**Run 1: placed cells, one color a class**

Drawn at 4 px/um.
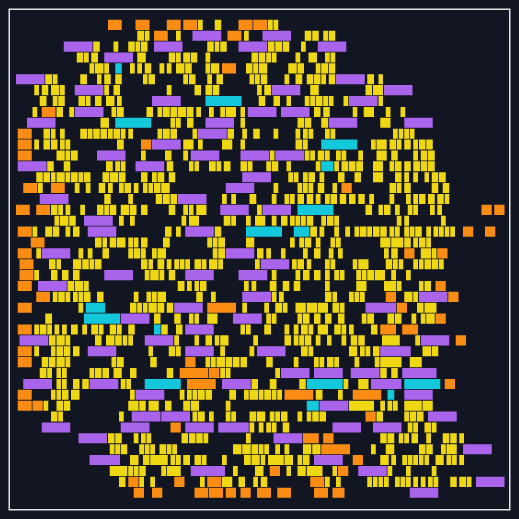
**Run 1: the metal 3 layer**

Drawn at 2 px/um.
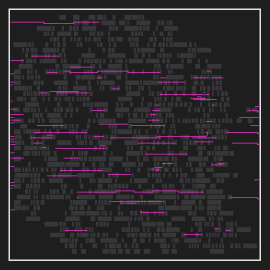
**Run 1: sizing map**

Drawn at 3 px/um.
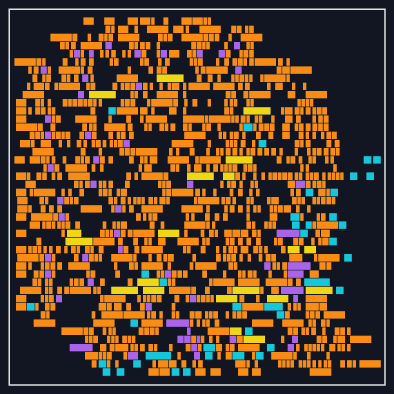
==> src/rtl/swu_pkg.sv <==
// Shared types and frame-geometry constants for the ECG sliding-window sequencer.
package swu_pkg;

    localparam int unsigned WORD_W_DEF = 32;
    localparam int unsigned DEPTH_DEF  = 29;
    localparam int unsigned ADDR_W_DEF = 5;
    localparam int unsigned WIN_W_DEF  = 7;
    localparam int unsigned STRIDE_DEF = 2;

    function automatic int unsigned n_win_f(input int unsigned word_w,
                                            input int unsigned depth,
                                            input int unsigned win_w,
                                            input int unsigned stride);
        return (depth * word_w - win_w) / stride + 1;
    endfunction

    localparam int unsigned N_WIN = n_win_f(WORD_W_DEF, DEPTH_DEF, WIN_W_DEF, STRIDE_DEF);
    localparam int unsigned WC_W  = $clog2(N_WIN);

    typedef enum logic [2:0] {
        ST_IDLE,
        ST_FILL0,
        ST_FILL1,
        ST_STREAM,
        ST_REFILL
    } swu_state_t;

endpackage

==> src/rtl/swu_win_extract.sv <==
// Selects the WIN_W-bit window starting p bits into {cur,nxt}; MSB is the earliest bit.
module swu_win_extract
    import swu_pkg::*;
#(
    parameter int unsigned WORD_W = WORD_W_DEF,
    parameter int unsigned WIN_W  = WIN_W_DEF,
    parameter int unsigned P_W    = $clog2(WORD_W_DEF)
) (
    input  logic [2*WORD_W-1:0] pair_i,
    input  logic [P_W-1:0]      p_i,
    output logic [WIN_W-1:0]    win_o
);

    always_comb begin
        win_o = pair_i[2*WORD_W-1-p_i -: WIN_W];
    end

endmodule

==> src/rtl/swu_sched.sv <==
// Reads the ECG ROM word by word and streams fixed-stride windows over valid/ready,
// with start/busy/done frame control and a REFILL bubble per fetched word.
module swu_sched
    import swu_pkg::*;
#(
    parameter int unsigned WORD_W = WORD_W_DEF,
    parameter int unsigned DEPTH  = DEPTH_DEF,
    parameter int unsigned ADDR_W = ADDR_W_DEF,
    parameter int unsigned WIN_W  = WIN_W_DEF,
    parameter int unsigned STRIDE = STRIDE_DEF
) (
    input  logic              clk,
    input  logic              rst,
    input  logic              start,
    output logic              busy,
    output logic              done,
    output logic              rom_en,
    output logic [ADDR_W-1:0] rom_addr,
    input  logic [WORD_W-1:0] rom_data,
    output logic [WIN_W-1:0]  win_data,
    output logic              win_valid,
    input  logic              win_ready,
    output logic              win_last
);

    localparam int unsigned N_WIN_P = n_win_f(WORD_W, DEPTH, WIN_W, STRIDE);
    localparam int unsigned WC_L    = $clog2(N_WIN_P);
    localparam int unsigned P_W     = $clog2(WORD_W);
    localparam int unsigned NA_W    = ADDR_W + 1;

    swu_state_t        state_q, state_d;
    logic [WORD_W-1:0] cur_q, cur_d;
    logic [WORD_W-1:0] nxt_q, nxt_d;
    logic [P_W-1:0]    p_q, p_d;
    logic [NA_W-1:0]   na_q, na_d;
    logic [WC_L-1:0]   wc_q, wc_d;
    logic              fill_pend_q, fill_pend_d;
    logic              done_q, done_d;

    logic [31:0]       p_sum;
    logic              is_last;
    logic [WIN_W-1:0]  win_raw;

    assign is_last = (wc_q == WC_L'(N_WIN_P - 1));

    always_comb begin
        state_d     = state_q;
        cur_d       = cur_q;
        nxt_d       = nxt_q;
        p_d         = p_q;
        na_d        = na_q;
        wc_d        = wc_q;
        fill_pend_d = 1'b0;
        done_d      = 1'b0;
        rom_en      = 1'b0;
        rom_addr    = '0;
        p_sum       = 32'(p_q) + STRIDE;

        case (state_q)
            ST_IDLE: begin
                if (start && !done_q) state_d = ST_FILL0;
            end
            ST_FILL0: begin
                rom_en  = 1'b1;
                state_d = ST_FILL1;
            end
            ST_FILL1: begin
                rom_en      = 1'b1;
                rom_addr    = ADDR_W'(1);
                cur_d       = rom_data;
                nxt_d       = '0;
                na_d        = NA_W'(2);
                p_d         = '0;
                wc_d        = '0;
                fill_pend_d = 1'b1;
                state_d     = ST_STREAM;
            end
            ST_STREAM: begin
                // Word 1 lands one cycle into STREAM (ROM latency); the p=0 window never reads nxt.
                if (fill_pend_q) nxt_d = rom_data;
                if (win_ready) begin
                    wc_d = wc_q + WC_L'(1);
                    if (is_last) begin
                        state_d = ST_IDLE;
                        done_d  = 1'b1;
                    end else if (p_sum >= WORD_W) begin
                        cur_d = fill_pend_q ? rom_data : nxt_q;
                        p_d   = P_W'(p_sum - WORD_W);
                        if (32'(na_q) < DEPTH) begin
                            rom_en   = 1'b1;
                            rom_addr = na_q[ADDR_W-1:0];
                            state_d  = ST_REFILL;
                        end else begin
                            nxt_d = '0;
                        end
                    end else begin
                        p_d = P_W'(p_sum);
                    end
                end
            end
            ST_REFILL: begin
                nxt_d   = rom_data;
                na_d    = na_q + NA_W'(1);
                state_d = ST_STREAM;
            end
            default: state_d = ST_IDLE;
        endcase
    end

    always_ff @(posedge clk) begin
        if (rst) begin
            state_q     <= ST_IDLE;
            cur_q       <= '0;
            nxt_q       <= '0;
            p_q         <= '0;
            na_q        <= '0;
            wc_q        <= '0;
            fill_pend_q <= 1'b0;
            done_q      <= 1'b0;
        end else begin
            state_q     <= state_d;
            cur_q       <= cur_d;
            nxt_q       <= nxt_d;
            p_q         <= p_d;
            na_q        <= na_d;
            wc_q        <= wc_d;
            fill_pend_q <= fill_pend_d;
            done_q      <= done_d;
        end
    end

    swu_win_extract #(
        .WORD_W (WORD_W),
        .WIN_W  (WIN_W),
        .P_W    (P_W)
    ) u_extract (
        .pair_i ({cur_q, nxt_q}),
        .p_i    (p_q),
        .win_o  (win_raw)
    );

    assign busy      = (state_q != ST_IDLE);
    assign done      = done_q;
    assign win_valid = (state_q == ST_STREAM);
    assign win_last  = win_valid && is_last;
    assign win_data  = win_valid ? win_raw : '0;

endmodule

==> config.mk <==
export PLATFORM = sky130hd
export DESIGN_NAME = swu_sched
export DESIGN_NICKNAME = d
export VERILOG_FILES = /design/src/rtl/swu_pkg.sv /design/src/rtl/swu_win_extract.sv /design/src/rtl/swu_sched.sv
export SDC_FILE = /design/constraint.sdc
export NUM_CORES = 1
export LEC_CHECK = 0
export ABC_AREA = 1
export CAP_MARGIN = 20
export CORE_UTILIZATION = 40
export DETAILED_ROUTE_END_ITERATION = 8
export SYNTH_ARGS = -nofsm -noshare
export SYNTH_HDL_FRONTEND = slang
export SYNTH_SLANG_ARGS = --single-unit
export TNS_END_PERCENT = 5
==> constraint.sdc <==
create_clock -name clk -period 2.2 [get_ports clk]
set_input_delay 0.33 -clock clk [delete_from_list [all_inputs] [get_ports clk]]
set_output_delay 0.33 -clock clk [all_outputs]
set_load 0.03 [all_outputs]
==> qor.yml, run 1 <==
worst_setup_path:
  r2r_end: "p_q[1]$_SDFFE_PP0P_"
  crit_end: "rom_addr[1]"
  crit_type: "reg -> out"
synthesis:
  ys_sh_aoi: 0.158
  synthArstFlopShare: 0
  netlist_instances: 1023
  edf_count: 0
  flop_cell: "dfxtp_1"
  logic_family: "simple AND/OR/NAND/NOR gates"
  synth_flops: 88
  yosys.stat.seqShare: 0.292
  largest_area_cell: "dfxtp_1"
place:
  post-place-ws_ps: 150
  dp_hpwl_mm: 10.9
  gp_congestion: 0.862
  port_buffers: 52
clock_network:
  cts_buffer_depth: 2
  cts_tree: "built"
  insertion_delay_ps: 350
  ctsResizeCount: 8
  cts-root-buf: "clkbuf_16"
  ctsHoldBuffers: 0
  cts_setup_buffers: 0
  tritoncts.num_buffers: 9
outcome:
  violations: "design-rule violations"
  status: "finished, violations left"
route:
  drc: 8
  wl_per_cell_um: 13.2
  ant_nets: 0
  vias_per_cell: 5.04
layout:
  nNetsFinal: 1082
  largest_cell_class: "multi-input combinational cells"
  nClkBuffers: 10
  nonClkBufAreaFrac: 0.108
  ff_count: 88
  clk_share: 0.0402
power:
  p_sw_w: 0.00142
  seq_power_w: 0.00178
  power.share.sequential: 0.411
  p_sw_frac: 0.328
  power_density_mw_per_mm2: 616
  power_leader: "sequential cells"
floorplan:
  fp.dieW_um: 125
  taps: 184
global_route:
  grt_pass1_vias: 5512
  overflow: 0
  grtUsageTotal: 0.219
  gr-usage-met2: 0.323
  grt_pass1_wl_mm: 27.8
run:
  max_cap_viol_count: 0
final_timing:
  rsz0062_at_grt: "true"
  finClkSkew_ps: 9.28
  hold_slack_ps: 461
## Picture notes: 'placed cells, one color a class'
color	class	cells
purple	flip-flops	88
orange	other buffers and delay cells	77
cyan	clock drivers and dummy loads	16
yellow	all other logic	865
CORE AREA: 0.0146 sq mm
final instance area: 0.00703 sq mm

## Picture notes: 'the metal 3 layer'
share of all routed wire	5.1%
main direction	horizontal
nets with wire on the layer	74
wire length on this layer	833 um
drt total wl: 16.3 mm
Vias: 6196
routing usage on met3: 0.0412

## Picture notes: 'sizing map'
color	size	cells	most used
purple	drive 2	53	or2_2
yellow	drive 6 and up	20	clkbuf_16
orange	drive 1 or less	934	nand2_1
cyan	drive 3 to 4	39	buf_4
Setup WS post-layout: 47.5 ps
P&R area growth vs syn: 16.7%

[run 1: critical path, cell delays in order (launching register included)]
cell     delay [ps]
dfxtp_4         370
inv_1            50
ha_2            180
nand2_1          70
nor2_2           40
nand2_2         130
nand4_1         130
buf_6           150
nor3_1          140
buf_4           190
[run 1: metal layers]
metal	vias to the layer above	part of all wire
li1	3293	-
met4	0	0.0079
met5	-	0
met3	12	0.051
met2	159	0.41
met1	2732	0.53
[run 1: state kept, by name, summed over array words and instances (netlist names)]
register	count
done	1
fill_pend_q	1
nxt_q	32
cur_q	32
p_q	4
na_q	6
state_q	3
wc_q	9
**Run 1: register map, names as in the netlist**

Drawn at 3 px/um. Other sequential cells in the stronger gray, the rest of the logic in the fainter gray.
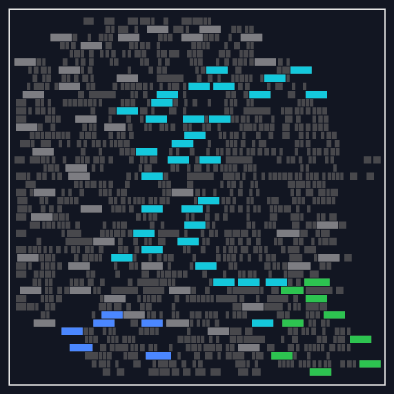

==> run 2: changes to the inputs <==
PLACE_DENSITY = 0.64   (was default)
**Run 2: register map, names as in the netlist**

Drawn at 3 px/um. Other sequential cells in the stronger gray, the rest of the logic in the fainter gray.
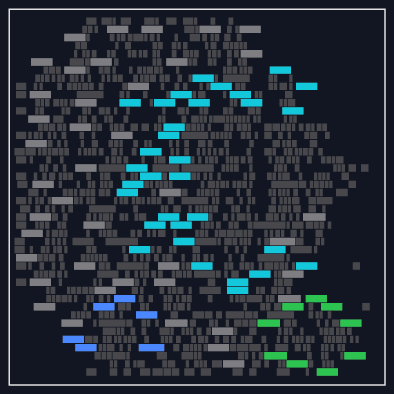
color	name in the netlist	placed flops
cyan	`cur_q`	32
blue	`na_q`	6
green	`wc_q`	9
Final Core Density: 0.496
Seq. pwr: 0.00178 W
Register Area: 0.00178 sq mm

**Run 2: sizing map**

Drawn at 3 px/um.
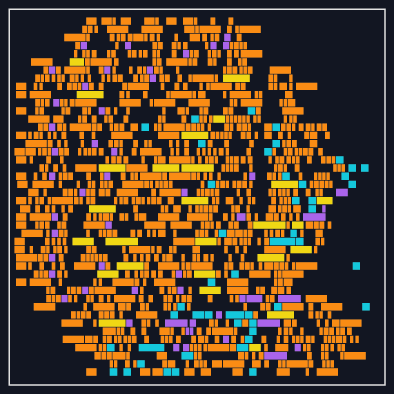
color	size	cells	most used
orange	drive 1 or less	935	nand2_1
yellow	drive 6 and up	26	clkbuf_16
purple	drive 2	52	or2_2
cyan	drive 3 to 4	47	buf_4
final instance area: 0.00726 sq mm
Signal buffers: 92
P&R area growth vs syn: 20.5%
Setup WS post-layout: 45.1 ps

==> qor.yml, run 2 <==
route:
  drt-total-wl_mm: 16.6  # +2.0%
  vias_per_cell: 5.13  # +1.8%
  wl_per_cell_um: 13.3  # +0.85%
  vias: 6382  # +3.0%
  drc: 6  # -2
  ant_nets: 0  # unchanged
worst_setup_path:
  crit_end: "rom_addr[1]"
  worstRegToRegCells: 8
  cp-start-kind: "flip-flop"
  cp_cell_sequence: "buf_4 -> ha_2 -> inv_1 -> nor2_2 -> nand4_1 -> buf_6 -> nor3_1 -> buf_4"
  cp.buffers_inverters: 4  # +1
  r2r_end: "p_q[2]$_SDFFE_PP0P_"
  crit_path_max_incr_delay_ps: 400  # +30 ps
  path_common_cell: "buf_4"
  cpMaxStageDelayCell: "dfxtp_4"
  critPathMaxFanout: 6
  crit_type: "reg -> out"
  rrSetupSlack_ps: 270
  cpLargestDelayFamily: "buffers and inverters"
  crit_cells: 8  # -1
power:
  p_sw_frac: 0.297  # -0.0310
  power.share.sequential: 0.381  # -0.030
  clk-power_w: 0.00179
  leakagePower_nw: 3.36
  power_leader: "clock"
  p_sw_w: 0.00139  # -2.4%
  power_density_mw_per_mm2: 643  # +4.4%
final_timing:
  setup_violations: 0
  rsz0062_at_grt: "true"
  timing.final.crit_period_ps: 2150
  fmax_mhz: 464
  finClkSkew_ps: 8.70  # -0.581 ps
place:
  gp_congestion: 0.892  # +3.5%
  port_buffers: 52  # unchanged
  dp_hpwl_mm: 10.9  # -0.40%
outcome:
  violations: "design-rule violations"
  status: "finished, violations left"
clock_network:
  cts_buffer_depth: 2  # unchanged
  cts_tree: "built"
  insertion_delay_ps: 350  # about the same
  tritoncts.num_buffers: 9  # unchanged
  ctsResizeCount: 9  # +1
  ctsHoldBuffers: 0  # unchanged
  cts_setup_buffers: 0  # unchanged
  cts-root-buf: "clkbuf_16"
run:
  max_cap_viol_count: 0  # unchanged
layout:
  drive_gt1_frac: 0.118
  nNetsFinal: 1097  # +1.4%
  final_cell_mix: "nand2_1, inv_1, nand3_1"
  largest_registers: "cur_q (32), nxt_q (32), wc_q (9)"
  num-fill-cells: 1528
synthesis:
  edf_count: 0  # unchanged
  yosys.stat.seqShare: 0.292  # unchanged
  synth_flops: 88  # unchanged
  yosysTopAreaCellShare: 0.292
  synth_area_per_cell_sq_um: 5.89
  ys_sh_aoi: 0.158  # unchanged
  logic_family: "simple AND/OR/NAND/NOR gates"
  largest_area_cell: "dfxtp_1"
  netlist_instances: 1023  # unchanged
  flop_cell: "dfxtp_1"
  synth_cell_types: 30
  synthArstFlopShare: 0  # unchanged
floorplan:
  fp.dieW_um: 125  # unchanged
  io_pins: 53
  core_sq_mm: 0.0146  # unchanged
global_route:
  overflow: 0  # unchanged
  grt_pass1_wl_mm: 26.5  # -4.9%
  grtUsageTotal: 0.209  # -0.00971
  grt_pass1_vias: 5373  # -2.5%
**Run 2: placed cells, one color a class**

Drawn at 4 px/um.
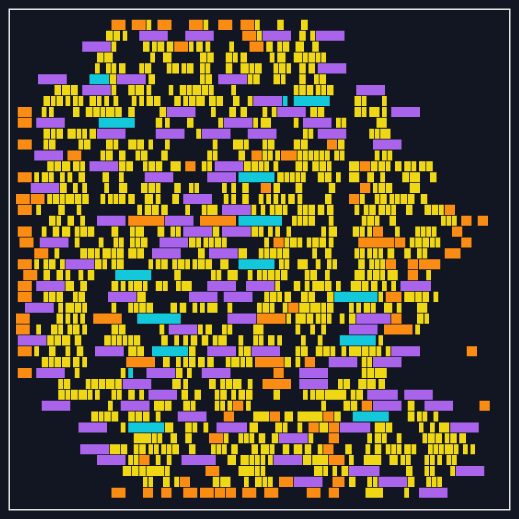
color	class	cells
orange	other buffers and delay cells	92
yellow	all other logic	865
cyan	clock drivers and dummy loads	15
purple	flip-flops	88
Seq area share: 0.244
row count: 44

-- run 2: area by class of cell --
type,count,area share
Tap cell,184,0.0317
Sequential cell,88,0.244
Multi-Input combinational cell,706,0.466
Inverter,159,0.0825
Clock inverter,3,0.0124
Timing Repair Buffer,92,0.129
Clock buffer,12,0.0339
-- run 2: per-stage QoR --
step                std cells   util  worst slack [ps]  hold WS (ps)  area, sq um
floorplan                1023      -              15.3           438         6030
global placement         1221  0.461              36.9           451         6760
detailed placement       1221  0.461              53.3           453         6760
CTS                      1236  0.485              -138           463         7100
global route             1244  0.496             -31.5           488         7260
finish                   1244  0.496              45.1           460         7260
-- run 2: metal layers --
layer	share of wire	vias up	track usage
li1	-	3331	-
met1	0.51	2856	0.308
met2	0.42	179	0.305
met3	0.058	16	0.0326
met4	0.014	0	0.0733
met5	0	-	0
Power and IR drop assume default switching activity.
